==> config.mk <==
export PLATFORM = sky130hd
export DESIGN_NAME = pipe_ctrl_flat
export DESIGN_NICKNAME = d
export VERILOG_FILES = /design/src/rtl/pipe_ctrl_pkg.sv /design/src/rtl/pipe_ctrl_if.sv /design/src/rtl/pipe_ctrl_sat_cnt.sv /design/src/rtl/pipe_ctrl.sv /design/src/flat_wrapper.sv
export SDC_FILE = /design/constraint.sdc
export NUM_CORES = 1
export LEC_CHECK = 0
export CAP_MARGIN = 20
export CORE_MARGIN = 5
export CORE_UTILIZATION = 30
export CTS_CLUSTER_DIAMETER = 100
export DETAILED_ROUTE_END_ITERATION = 7
export SLEW_MARGIN = 20
export SYNTH_ARGS = -nofsm -noshare
export SYNTH_HDL_FRONTEND = slang
export SYNTH_SLANG_ARGS = --single-unit
==> constraint.sdc <==
create_clock -name clk_i -period 4.1 [get_ports clk_i]
set_clock_uncertainty 0.05 [all_clocks]
set_input_delay 1.23 -clock clk_i [delete_from_list [all_inputs] [get_ports clk_i]]
set_output_delay 1.23 -clock clk_i [all_outputs]
set_load 0.01 [all_outputs]
==> src/rtl/pipe_ctrl_pkg.sv <==
// Shared encodings for the Y86 pipeline control unit: instruction codes,
// status codes, run-state encodings and the stage-control bundle.
package pipe_ctrl_pkg;

    typedef logic [3:0] icode_t;
    typedef logic [3:0] reg_t;
    typedef logic [2:0] stat_t;
    typedef logic [1:0] pcState_t;

    localparam icode_t I_HALT   = 4'h0;
    localparam icode_t I_NOP    = 4'h1;
    localparam icode_t I_RRMOVQ = 4'h2;
    localparam icode_t I_IRMOVQ = 4'h3;
    localparam icode_t I_RMMOVQ = 4'h4;
    localparam icode_t I_MRMOVQ = 4'h5;
    localparam icode_t I_OPQ    = 4'h6;
    localparam icode_t I_JXX    = 4'h7;
    localparam icode_t I_CALL   = 4'h8;
    localparam icode_t I_RET    = 4'h9;
    localparam icode_t I_PUSHQ  = 4'hA;
    localparam icode_t I_POPQ   = 4'hB;

    localparam reg_t R_NONE = 4'hF;

    localparam stat_t STAT_AOK = 3'd1;
    localparam stat_t STAT_HLT = 3'd2;
    localparam stat_t STAT_ADR = 3'd3;
    localparam stat_t STAT_INS = 3'd4;

    localparam pcState_t PC_INIT = 2'd0;
    localparam pcState_t PC_RUN  = 2'd1;
    localparam pcState_t PC_HALT = 2'd2;

    typedef struct packed {
        logic fStall;
        logic dStall;
        logic dBubble;
        logic eBubble;
        logic mBubble;
        logic wStall;
        logic setCc;
    } ctrl_t;

    // Everything frozen or bubbled; used during reset and the post-reset flush.
    localparam ctrl_t CTRL_FLUSH = '{fStall: 1'b1, dStall: 1'b0, dBubble: 1'b1,
                                     eBubble: 1'b1, mBubble: 1'b1, wStall: 1'b0,
                                     setCc: 1'b0};

    function automatic logic isLoad(input icode_t ic);
        return (ic == I_MRMOVQ) || (ic == I_POPQ);
    endfunction

endpackage

==> src/rtl/pipe_ctrl_if.sv <==
// Bundle of pipeline-stage inputs, stall/bubble controls and perf counters
// exchanged between the datapath (master) and pipe_ctrl (slave).
interface pipe_ctrl_if #(
    parameter int CNT_W = 32
);
    import pipe_ctrl_pkg::*;

    icode_t           D_icode_i;
    reg_t             d_srcA_i;
    reg_t             d_srcB_i;
    icode_t           E_icode_i;
    reg_t             E_dstM_i;
    logic             e_Cnd_i;
    icode_t           M_icode_i;
    stat_t            m_stat_i;
    stat_t            W_stat_i;

    logic             F_stall_o;
    logic             D_stall_o;
    logic             D_bubble_o;
    logic             E_bubble_o;
    logic             M_bubble_o;
    logic             W_stall_o;
    logic             set_cc_o;
    stat_t            cpu_stat_o;
    logic [CNT_W-1:0] cyc_cnt_o;
    logic [CNT_W-1:0] stall_cnt_o;
    logic [CNT_W-1:0] mispred_cnt_o;

    modport master (
        output D_icode_i, d_srcA_i, d_srcB_i, E_icode_i, E_dstM_i, e_Cnd_i,
               M_icode_i, m_stat_i, W_stat_i,
        input  F_stall_o, D_stall_o, D_bubble_o, E_bubble_o, M_bubble_o,
               W_stall_o, set_cc_o, cpu_stat_o, cyc_cnt_o, stall_cnt_o,
               mispred_cnt_o
    );

    modport slave (
        input  D_icode_i, d_srcA_i, d_srcB_i, E_icode_i, E_dstM_i, e_Cnd_i,
               M_icode_i, m_stat_i, W_stat_i,
        output F_stall_o, D_stall_o, D_bubble_o, E_bubble_o, M_bubble_o,
               W_stall_o, set_cc_o, cpu_stat_o, cyc_cnt_o, stall_cnt_o,
               mispred_cnt_o
    );

endinterface

==> src/rtl/pipe_ctrl_sat_cnt.sv <==
// Saturating up-counter: sticks at all-ones instead of wrapping.
module sat_cnt #(
    parameter int CNT_W = 32
) (
    input  logic             clk_i,
    input  logic             rst_i,
    input  logic             inc_i,
    output logic [CNT_W-1:0] cnt_o
);

    logic [CNT_W-1:0] cnt_q;
    logic [CNT_W-1:0] cnt_d;

    always_comb begin
        cnt_d = cnt_q;
        if (inc_i && (cnt_q != '1)) begin
            cnt_d = cnt_q + CNT_W'(1);
        end
    end

    always_ff @(posedge clk_i) begin
        if (rst_i) begin
            cnt_q <= '0;
        end else begin
            cnt_q <= cnt_d;
        end
    end

    assign cnt_o = cnt_q;

endmodule

==> src/rtl/pipe_ctrl.sv <==
// Y86 pipeline control: hazard-driven stall/bubble generation, run-state
// sequencing (flush after reset, halt on exception) and hazard counters.
module pipe_ctrl
    import pipe_ctrl_pkg::*;
#(
    parameter int FLUSH_CYCLES = 5,
    parameter int CNT_W        = 32
) (
    input  logic       clk_i,
    input  logic       rst_i,
    pipe_ctrl_if.slave bus
);

    localparam int            FW         = (FLUSH_CYCLES > 1) ? $clog2(FLUSH_CYCLES) : 1;
    localparam logic [FW-1:0] FLUSH_LAST = FW'(FLUSH_CYCLES - 1);

    pcState_t      state_q;
    pcState_t      state_d;
    logic [FW-1:0] flushCnt_q;
    logic [FW-1:0] flushCnt_d;
    stat_t         cpuStat_q;
    stat_t         cpuStat_d;

    logic  loadUse;
    logic  mispred;
    logic  retHaz;
    logic  excHaz;
    logic  running;
    ctrl_t ctrl;

    always_comb begin
        state_d    = state_q;
        flushCnt_d = flushCnt_q;
        cpuStat_d  = cpuStat_q;
        case (state_q)
            PC_INIT: begin
                if (flushCnt_q == '0) begin
                    state_d = PC_RUN;
                end else begin
                    flushCnt_d = flushCnt_q - FW'(1);
                end
            end
            PC_RUN: begin
                if (bus.W_stat_i != STAT_AOK) begin
                    state_d   = PC_HALT;
                    cpuStat_d = bus.W_stat_i;
                end
            end
            default: begin
            end
        endcase
    end

    always_ff @(posedge clk_i) begin
        if (rst_i) begin
            state_q    <= PC_INIT;
            flushCnt_q <= FLUSH_LAST;
            cpuStat_q  <= STAT_AOK;
        end else begin
            state_q    <= state_d;
            flushCnt_q <= flushCnt_d;
            cpuStat_q  <= cpuStat_d;
        end
    end

    // A load/use stall takes priority over the RET bubble so D is held, not flushed.
    always_comb begin
        loadUse = isLoad(bus.E_icode_i) &&
                  ((bus.E_dstM_i == bus.d_srcA_i) || (bus.E_dstM_i == bus.d_srcB_i));
        mispred = (bus.E_icode_i == I_JXX) && !bus.e_Cnd_i;
        retHaz  = (bus.D_icode_i == I_RET) || (bus.E_icode_i == I_RET) ||
                  (bus.M_icode_i == I_RET);
        excHaz  = (bus.m_stat_i != STAT_AOK) || (bus.W_stat_i != STAT_AOK);
        ctrl    = CTRL_FLUSH;
        running = 1'b0;
        if (!rst_i) begin
            case (state_q)
                PC_RUN: begin
                    running      = 1'b1;
                    ctrl.fStall  = loadUse | retHaz;
                    ctrl.dStall  = loadUse;
                    ctrl.dBubble = mispred | (retHaz & ~loadUse);
                    ctrl.eBubble = mispred | loadUse;
                    ctrl.mBubble = excHaz;
                    ctrl.wStall  = (bus.W_stat_i != STAT_AOK);
                    ctrl.setCc   = (bus.E_icode_i == I_OPQ) & ~excHaz;
                end
                PC_INIT: begin
                end
                default: begin
                    ctrl.wStall = 1'b1;
                end
            endcase
        end
    end

    assign bus.F_stall_o  = ctrl.fStall;
    assign bus.D_stall_o  = ctrl.dStall;
    assign bus.D_bubble_o = ctrl.dBubble;
    assign bus.E_bubble_o = ctrl.eBubble;
    assign bus.M_bubble_o = ctrl.mBubble;
    assign bus.W_stall_o  = ctrl.wStall;
    assign bus.set_cc_o   = ctrl.setCc;
    assign bus.cpu_stat_o = cpuStat_q;

    sat_cnt #(.CNT_W(CNT_W)) uCycCnt (
        .clk_i (clk_i),
        .rst_i (rst_i),
        .inc_i (running),
        .cnt_o (bus.cyc_cnt_o)
    );

    sat_cnt #(.CNT_W(CNT_W)) uStallCnt (
        .clk_i (clk_i),
        .rst_i (rst_i),
        .inc_i (running & ctrl.fStall),
        .cnt_o (bus.stall_cnt_o)
    );

    sat_cnt #(.CNT_W(CNT_W)) uMispredCnt (
        .clk_i (clk_i),
        .rst_i (rst_i),
        .inc_i (running & mispred),
        .cnt_o (bus.mispred_cnt_o)
    );

endmodule
==> src/flat_wrapper.sv <==
// flat-port wrapper written by rule: the top's interface ports become plain ports
module pipe_ctrl_flat import pipe_ctrl_pkg::*;
#(
    parameter int FLUSH_CYCLES = 5,
    parameter int CNT_W        = 32
)
  (clk_i, rst_i, bus_D_icode_i, bus_d_srcA_i, bus_d_srcB_i, bus_E_icode_i, bus_E_dstM_i, bus_e_Cnd_i, bus_M_icode_i, bus_m_stat_i, bus_W_stat_i, bus_F_stall_o, bus_D_stall_o, bus_D_bubble_o, bus_E_bubble_o, bus_M_bubble_o, bus_W_stall_o, bus_set_cc_o, bus_cpu_stat_o, bus_cyc_cnt_o, bus_stall_cnt_o, bus_mispred_cnt_o);
  pipe_ctrl_if #(.CNT_W(CNT_W)) bus_i ();
  input  logic clk_i;
  input  logic rst_i;
  input wire logic [$bits(bus_i.D_icode_i)-1:0] bus_D_icode_i;
  input wire logic [$bits(bus_i.d_srcA_i)-1:0] bus_d_srcA_i;
  input wire logic [$bits(bus_i.d_srcB_i)-1:0] bus_d_srcB_i;
  input wire logic [$bits(bus_i.E_icode_i)-1:0] bus_E_icode_i;
  input wire logic [$bits(bus_i.E_dstM_i)-1:0] bus_E_dstM_i;
  input wire logic [$bits(bus_i.e_Cnd_i)-1:0] bus_e_Cnd_i;
  input wire logic [$bits(bus_i.M_icode_i)-1:0] bus_M_icode_i;
  input wire logic [$bits(bus_i.m_stat_i)-1:0] bus_m_stat_i;
  input wire logic [$bits(bus_i.W_stat_i)-1:0] bus_W_stat_i;
  output wire logic [$bits(bus_i.F_stall_o)-1:0] bus_F_stall_o;
  output wire logic [$bits(bus_i.D_stall_o)-1:0] bus_D_stall_o;
  output wire logic [$bits(bus_i.D_bubble_o)-1:0] bus_D_bubble_o;
  output wire logic [$bits(bus_i.E_bubble_o)-1:0] bus_E_bubble_o;
  output wire logic [$bits(bus_i.M_bubble_o)-1:0] bus_M_bubble_o;
  output wire logic [$bits(bus_i.W_stall_o)-1:0] bus_W_stall_o;
  output wire logic [$bits(bus_i.set_cc_o)-1:0] bus_set_cc_o;
  output wire logic [$bits(bus_i.cpu_stat_o)-1:0] bus_cpu_stat_o;
  output wire logic [$bits(bus_i.cyc_cnt_o)-1:0] bus_cyc_cnt_o;
  output wire logic [$bits(bus_i.stall_cnt_o)-1:0] bus_stall_cnt_o;
  output wire logic [$bits(bus_i.mispred_cnt_o)-1:0] bus_mispred_cnt_o;
  assign bus_i.D_icode_i = bus_D_icode_i;
  assign bus_i.d_srcA_i = bus_d_srcA_i;
  assign bus_i.d_srcB_i = bus_d_srcB_i;
  assign bus_i.E_icode_i = bus_E_icode_i;
  assign bus_i.E_dstM_i = bus_E_dstM_i;
  assign bus_i.e_Cnd_i = bus_e_Cnd_i;
  assign bus_i.M_icode_i = bus_M_icode_i;
  assign bus_i.m_stat_i = bus_m_stat_i;
  assign bus_i.W_stat_i = bus_W_stat_i;
  assign bus_F_stall_o = bus_i.F_stall_o;
  assign bus_D_stall_o = bus_i.D_stall_o;
  assign bus_D_bubble_o = bus_i.D_bubble_o;
  assign bus_E_bubble_o = bus_i.E_bubble_o;
  assign bus_M_bubble_o = bus_i.M_bubble_o;
  assign bus_W_stall_o = bus_i.W_stall_o;
  assign bus_set_cc_o = bus_i.set_cc_o;
  assign bus_cpu_stat_o = bus_i.cpu_stat_o;
  assign bus_cyc_cnt_o = bus_i.cyc_cnt_o;
  assign bus_stall_cnt_o = bus_i.stall_cnt_o;
  assign bus_mispred_cnt_o = bus_i.mispred_cnt_o;
  pipe_ctrl #(.FLUSH_CYCLES(FLUSH_CYCLES), .CNT_W(CNT_W)) u_core (.clk_i(clk_i), .rst_i(rst_i), .bus(bus_i));
endmodule
==> flow_summary.yaml <==
# synthesis and place-and-route metrics
worst_setup_path:
  critical_path_arrival_ns: 2.73
  path_cells: "clkdlybuf4s50_1 > xnor2_1 > nand4_1 > a211oi_2 > o21ai_0 > dlygate4sd2_1"
  worst_r2r_path_depth: 6
  path_buffers: 2
  end_kind: "output port"
  setup.worst_path.start: "bus_E_dstM_i[3]"
  critPathLaunchType: "input port"
  cp_max_fo: 2
  reg2reg_to: "u_core.uMispredCnt.cnt_o[23]"
  critPathTopFamily: "buffers and inverters"
  critPathKind: "in -> out"
  required_ns: 2.82
  cpPeakStageDelay_ns: 0.51
  r2r-start: "u_core.state_q[0]"
  ff2ff_setup_slack_ns: 1.25
placed_design:
  numPortBuffers: 138
  pre_cts_ws_ns: -0.372
  routabilityCongestion: 0.824
  placed_cell_area_sq_um: 6900
  dp_hpwl_um: 10600
floorplan:
  boundaryPins: 139
  rows: 48
  fp.dieH_um: 142
  chip_area_sq_um: 20000
final_layout:
  fin_nets: 812
  antenna_cells: 0
  drive_above_1_share: 0.0706
  area_growth_syn_to_layout_pct: 39.1
  final_cell_mix: "clkdlybuf4s50_1 (130), dfxtp_1 (104), nor2_1 (76)"
  lay_top_count: "clkdlybuf4s50_1"
flow_run:
  maxCapViolCount: 0
  tool_warnings: 26
routing:
  drt_wl_total_um: 14400
  drc_errors: 0
  vias: 4975
  drt-pass1-iter-count: 6
  via_per_inst: 4.96
  wl_per_cell_um: 14.3
yosys:
  ys_types: 53
  synth_flops: 104
  postSynthSeqShare: 0.401
  yosys_warnings: 0
  yosys_area_sq_um: 5190
  syn_area_sq_um: 5190
  synthCells: 627
  avgSynthCellArea_sq_um: 8.28
  synthArstFlopShare: 0
  synth-edff-count: 0
  syn_nets: 665
  ff_type: "dfxtp_1"
power:
  leakage_nw: 2.32
  ir_drop_v: 0.000186
  p_per_area_nw_per_um2: 296
timing:
  fin_crit_ns: 4.01
  slew_headroom: 0.407
  fin_ws_ns: 0.0919
  post-route-period-util: 0.978
  maxSlewViolCount: 0
  worst_pin_slew_ns: 0.887
  hold_viol_final: 0
  setup_violations: 0
  fmax_ghz: 0.249
grt:
  grt_pass1_vias: 4671
  grt_max_degree: 78
  grt_overflow: 0
  grt_use_total: 0.143
  antenna_found_initial: 0
clocking:
  htreeDepth: 3
  hold_buffers: 0
  ctsLongestPathBuffers: 2
  clock_latency_ns: 0.34
  numClockSinks: 104
  clock-root-buffer: "clkbuf_16"
  cts_tree: "yes"
  clkTransAtPathRegs_ns: 0.07
  cts_inserted_buffers: 9
outcome:
  status: "complete, no violations"
hold_path:
  hold_path.class: "reg -> reg"
  holdPathStages: 1
  whs_endpoint: "u_core.bus.cpu_stat_o[0]"
through the flow:
stage          total power, mW  instances  setup TNS [ns]   util
4_1_cts                   2.17       1003               0  0.421
6_report                  2.13       1004               0  0.422
2_1_floorplan             1.19        627               0      -
3_5_place_dp              1.30        987           -1.08  0.403
3_3_place_gp              1.30        987           -1.02  0.403
5_1_grt                   2.24       1004         -0.0172  0.422
final cells by class:
class / instances / area [sq um]
Clock buffer: 11 / 243
Clock inverter: 5 / 56.3
Fill cell: 1750 / 9900
Inverter: 14 / 52.6
Multi-Input combinational cell: 488 / 3000
Sequential cell: 104 / 2080
Tap cell: 225 / 282
Timing Repair Buffer: 157 / 1510
state kept, by name, indices dropped and copies added, names as in the netlist:
name	count
u_core.flushCnt_q	3
u_core.state_q	2
u_core.uMispredCnt.cnt_o	32
u_core.uCycCnt.cnt_o	32
u_core.uStallCnt.cnt_o	32
u_core.bus.cpu_stat_o	3
worst max path at each step:
stage,end,slack [ns],cells past startpoint
after global routing,bus_D_bubble_o,-0.02,6
final,bus_D_bubble_o,0.09,6
after floorplan,bus_D_bubble_o,0.48,4
after global placement,bus_set_cc_o,-0.38,8
after CTS,bus_set_cc_o,0.01,8
after detailed placement,bus_set_cc_o,-0.37,8
what timing repair did:
item | CTS | global route
hold endpoints to repair | 0 | 0
buffers inserted | 0 | 1
resized | 11 | 4
pin swaps | 1 | 2
endpoints found under the setup margin | 7 | 2
logic make-up (layout without fill, tap and decap cells):
logic type | count (synthesis) | in the layout | synth area share
AND/OR/NAND/NOR | 310 | 310 | 0.318
XOR/XNOR | 66 | 66 | 0.111
buffers and inverters | 35 | 187 | 0.0270
adder cells (fa/ha/maj) | 5 | 5 | 0.0121
flip-flops | 104 | 104 | 0.401
AND-OR/OR-AND | 102 | 102 | 0.120
multiplexers | 5 | 5 | 0.0104
power breakdown:
| part | total [mW] | switching, mW | leakage [nW] | internal [mW] |
|---|---|---|---|---|
| clock network | 0.866 | 0.377 | 0.145 | 0.489 |
| registers | 1.05 | 0.0175 | 0.838 | 1.03 |
| logic | 0.217 | 0.109 | 1.34 | 0.108 |
| total | 2.13 | 0.503 | 2.32 | 1.63 |
Yosys cell counts, types with 14 or more instances:
master / instances / area share
o21ai_0: 34 / 0.033
clkbuf_1: 17 / 0.012
and3_1: 14 / 0.017
nand3_1: 31 / 0.030
nand4_1: 38 / 0.046
a21oi_1: 37 / 0.036
dfxtp_1: 104 / 0.40
xor2_1: 38 / 0.064
inv_1: 14 / 0.010
xnor2_1: 28 / 0.047
or3_1: 33 / 0.040
nand2_1: 44 / 0.032
nor2_1: 78 / 0.056
layer usage:
layer / wire (um) / global-route usage / vias up
li1: - / - / 2570
met1: 6890 / 0.194 / 2293
met2: 6390 / 0.219 / 98
met3: 869 / 0.0354 / 14
met4: 262 / 0.0515 / 0
met5: 0 / 0 / -
Figure 1. Routed metal, one colour a layer.
Drawn at 3 px/um. Two of the layers only.
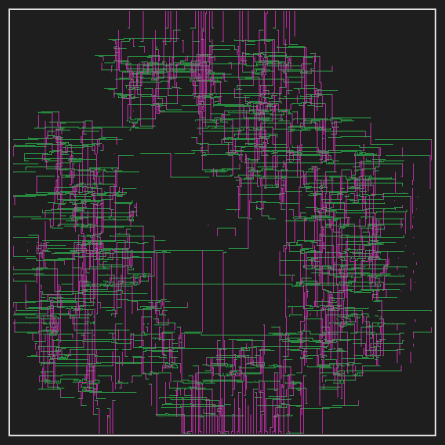
green -> met1  # wire length 6,890 um
magenta -> met2  # wire length 6,390 um

Figure 2. A small window of the routed layout.
Region (51, 51) to (91, 91) um. Cells in grey, sequential cells in the stronger grey; small squares are vias.
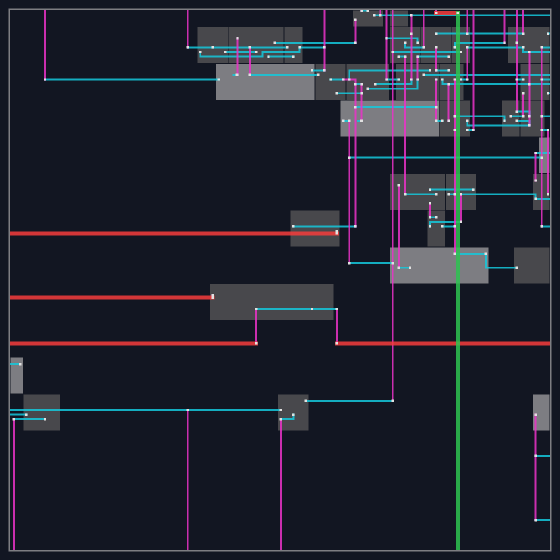
red -> met3
green -> met4
cyan -> met1
magenta -> met2
most frequent = dfxtp_1 (3)
cells with their middle in the window = 27
sequential cells in the window = 3
netlist names of flops here include = u_core.uStallCnt.cnt_o (3)

Figure 3. M2 wires.
Drawn at 3 px/um.
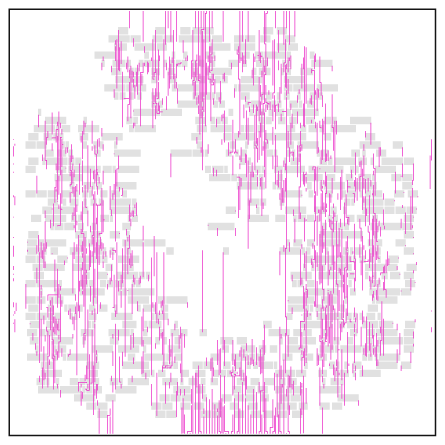
share of all routed wire = 44%
nets with wire on the layer = 667
wire length on this layer = 6,390 um

Figure 4. Cell outlines without signal wires.
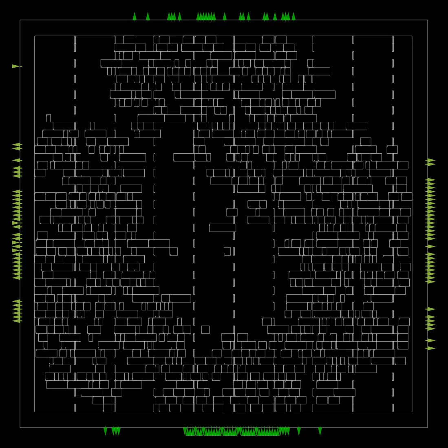
final cell count without fillers: 1,004
core region area: 17,100 sq um
register share of the cell area: 0.288
num tapcells: 225

No activity file was given, so power comes from the tool's default toggle rates.
